Design pipeline_4_writeback_flat, sky130hd; sources not shown.
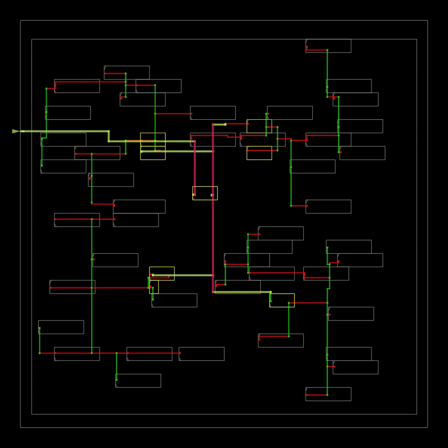
(images/clocks.png)
Flops: 45
Setup Skew: 0.00285 ns
Clock Latency Late Sink: 0.29 ns
Clk power: 475 uW

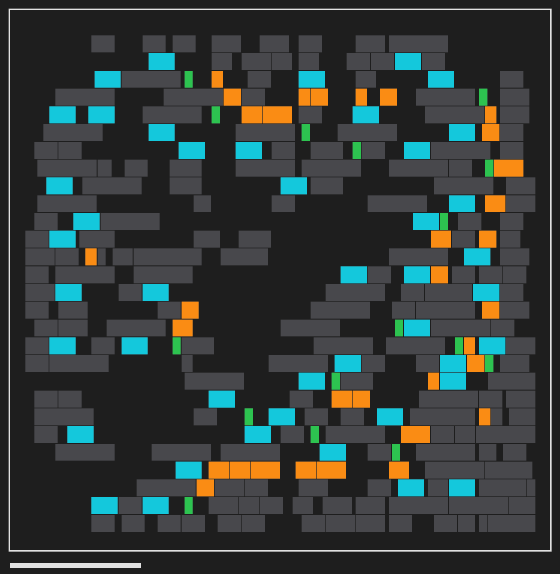
(images/logic_types.png)
Scale bar: 20 microns.
| color | family | cells | most used |
|---|---|---|---|
| cyan | mux cells | 44 | mux2_2 |
| orange | aoi and oai cells | 33 | a22oi_1 |
| green | nand cells | 16 | nand2_1 |
most frequent logic cell in the layout: clkdlybuf4s50_1
Final Non-Filler Cells: 345
logic share of the area: 25.7%

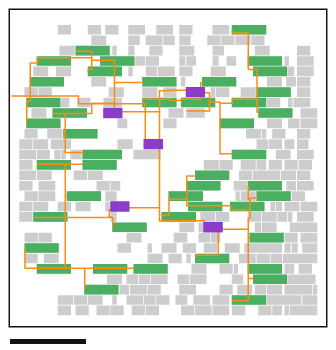
(images/clk_routes.png)
Scale bar: 20 microns.
[purple] clock drivers | count: 5
[orange] clock wires | length: 540 microns
[green] flip-flops | count: 45
flops lie: spread over the die
routed clock nets: 6
Clk network pwr share: 21.1%

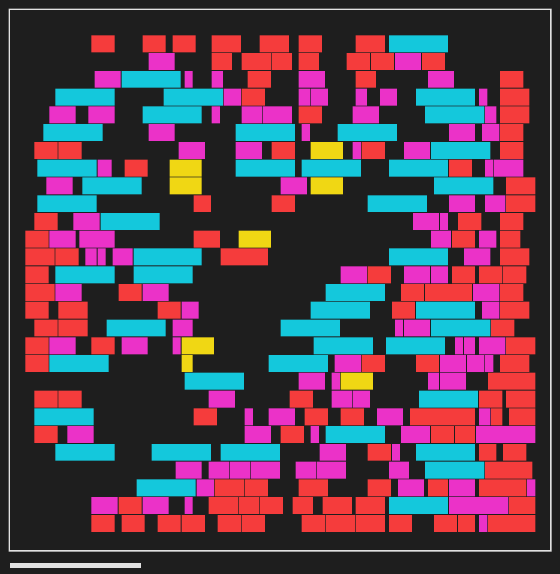
(images/placement_by_type.png)
Scale bar: 20 microns.
| color | class | cells |
|---|---|---|
| magenta | combinational and other logic | 101 |
| yellow | clock drivers and dummy loads | 8 |
| cyan | sequential cells | 45 |
| red | remaining buffers and delay cells | 116 |
post-layout instance area: 3510 sq um
Seq area share: 32.1%
FP Rows: 28
final core utilization: 59.0%
core area: 5960 sq um

==> out/qor.yml <==
tightest_slew_ns: 0.622
hold_ws_ns: 0.355
timing.setup.tns_ns: 0
crit_slowest_cell: "clkdlybuf4s50_1"
fa_ha_area_share_pct: 1.12
grt_pass1_wl_microns: 8340
avgSynthCellArea_sq_um: 12.3
worstPathRequired_ns: 1.91
xor_share_pct: 0
hp-class: "in -> async"
switching_power_uw: 631
hold_buffers: 0
intPower_mw: 1.62
grt_max_degree: 26
h-tree-depth: 2
place_area_sq_um: 3120
comb_power_share_pct: 39.9
logic_area_sq_um: 903
edf_count: 0
post_drt_wl_per_cell_microns: 16.5
die_h_microns: 82.7
crit_arrival_ns: 1.84
grt_use_total_pct: 16.5
numCtsBuffers: 5
maxSlewHeadroom_pct: 58.5
rrSetupSlack_ns: 1.22
clk_pin_slew_ns: 0.08
numSynthFlops: 45
flop_area_sq_um: 1130
layout.nets: 349
post_cts_buffers: 8
syn_area_sq_um: 2230
yosysMostFrequentCell: "dfrtp_1"
critPathKind: "reg -> out"
fmax_mhz: 404
log.warning_count: 43
ctsResizeCount: 33
mux_share_pct: 22.2
power.group.top: "combinational cells"
chipArea_sq_um: 6840
antenna_found_initial: 0
worst-path-stages: 5
flop_cell: "dfrtp_1"
tritoncts: "built"
rr_worst_depth: 3
cp.buffers_inverters: 2
finalCriticalPeriod_ns: 2.48
outcome: "finished clean"
yosysUniqueCellTypes: 19
ys_cells: 181
sequentialPowerShare_pct: 39.0
gp_congestion: 0.722
fp_util_pct: 37.4
synth_chip_area_sq_um: 2230
area_delta_synth_final_pct: 57.6
final_hold_viol_count: 0
clock_sinks: 45
cts_buffer_depth: 2
fin_crit_sh_pct: 97.2
drive_gt1_share_pct: 32.2
ys_top_logic_family: "multiplexers"
pin_count: 120
p_comb_uw: 897
pg_seq_uw: 878
cp_max_fo: 6
end_kind: "output pin"
powerDensity_nw_per_um2: 640
syn_inst: 181
n_antenna_cell: 0
grt_overflow: 0
worstPathCellList: "ha_4, buf_12, nand2_1, o21ai_2, clkdlybuf4s50_1"
synth_top_area_share_pct: 50.5
dp_hpwl_microns: 3510
grt_pass1_vias: 1718
die_x_microns: 82.7
drt_iter0_markers: 82
maxCapViolations: 0
vias_per_cell: 4.93
maxSlewViolCount: 0
ys_async_sr_fraction_pct: 100
clockRootBuffer: "clkbuf_8"
max_stage_delay_ns: 0.51
top_area_cell: "dfrtp_1"
yosys-top-cells-count: "dfrtp_1, mux2_2, buf_4"
ir_drop_uv: 508
port_buffers: 103
vias: 1700
swShare_pct: 28.0
routed_wl_microns: 5690
critPathLaunchType: "flop"
routing by layer:
metal / wire length, microns / global-route usage [%] / vias up
met5: 0 / 0 / -
met4: 44 / 3.44 / 0
met3: 436 / 5.22 / 7
met2: 2820 / 28.9 / 66
met1: 2390 / 19.8 / 838
li1: - / - / 789
metrics by stage:
step / power (mW) / worst slack [ns] / instances
after global placement: 1.64 / -0.626 / 324
after global routing: 2.40 / -0.00408 / 345
after CTS: 2.25 / -0.0158 / 342
after detailed placement: 1.66 / -0.235 / 326
after floorplan: 1.14 / 0.262 / 146
final: 2.25 / 0.0720 / 345
cell type report:
class                      instances  share of cell area, %
sequential                        45                   32.1
multi-input combinational         99                   25.7
timing repair buffer             116                   36.4
tap                               75                   2.67
inverter                           2                  0.214
clock inverter                     1                  0.142
clock buffer                       7                   2.74
No activity file was given, so power comes from the tool's default toggle rates.
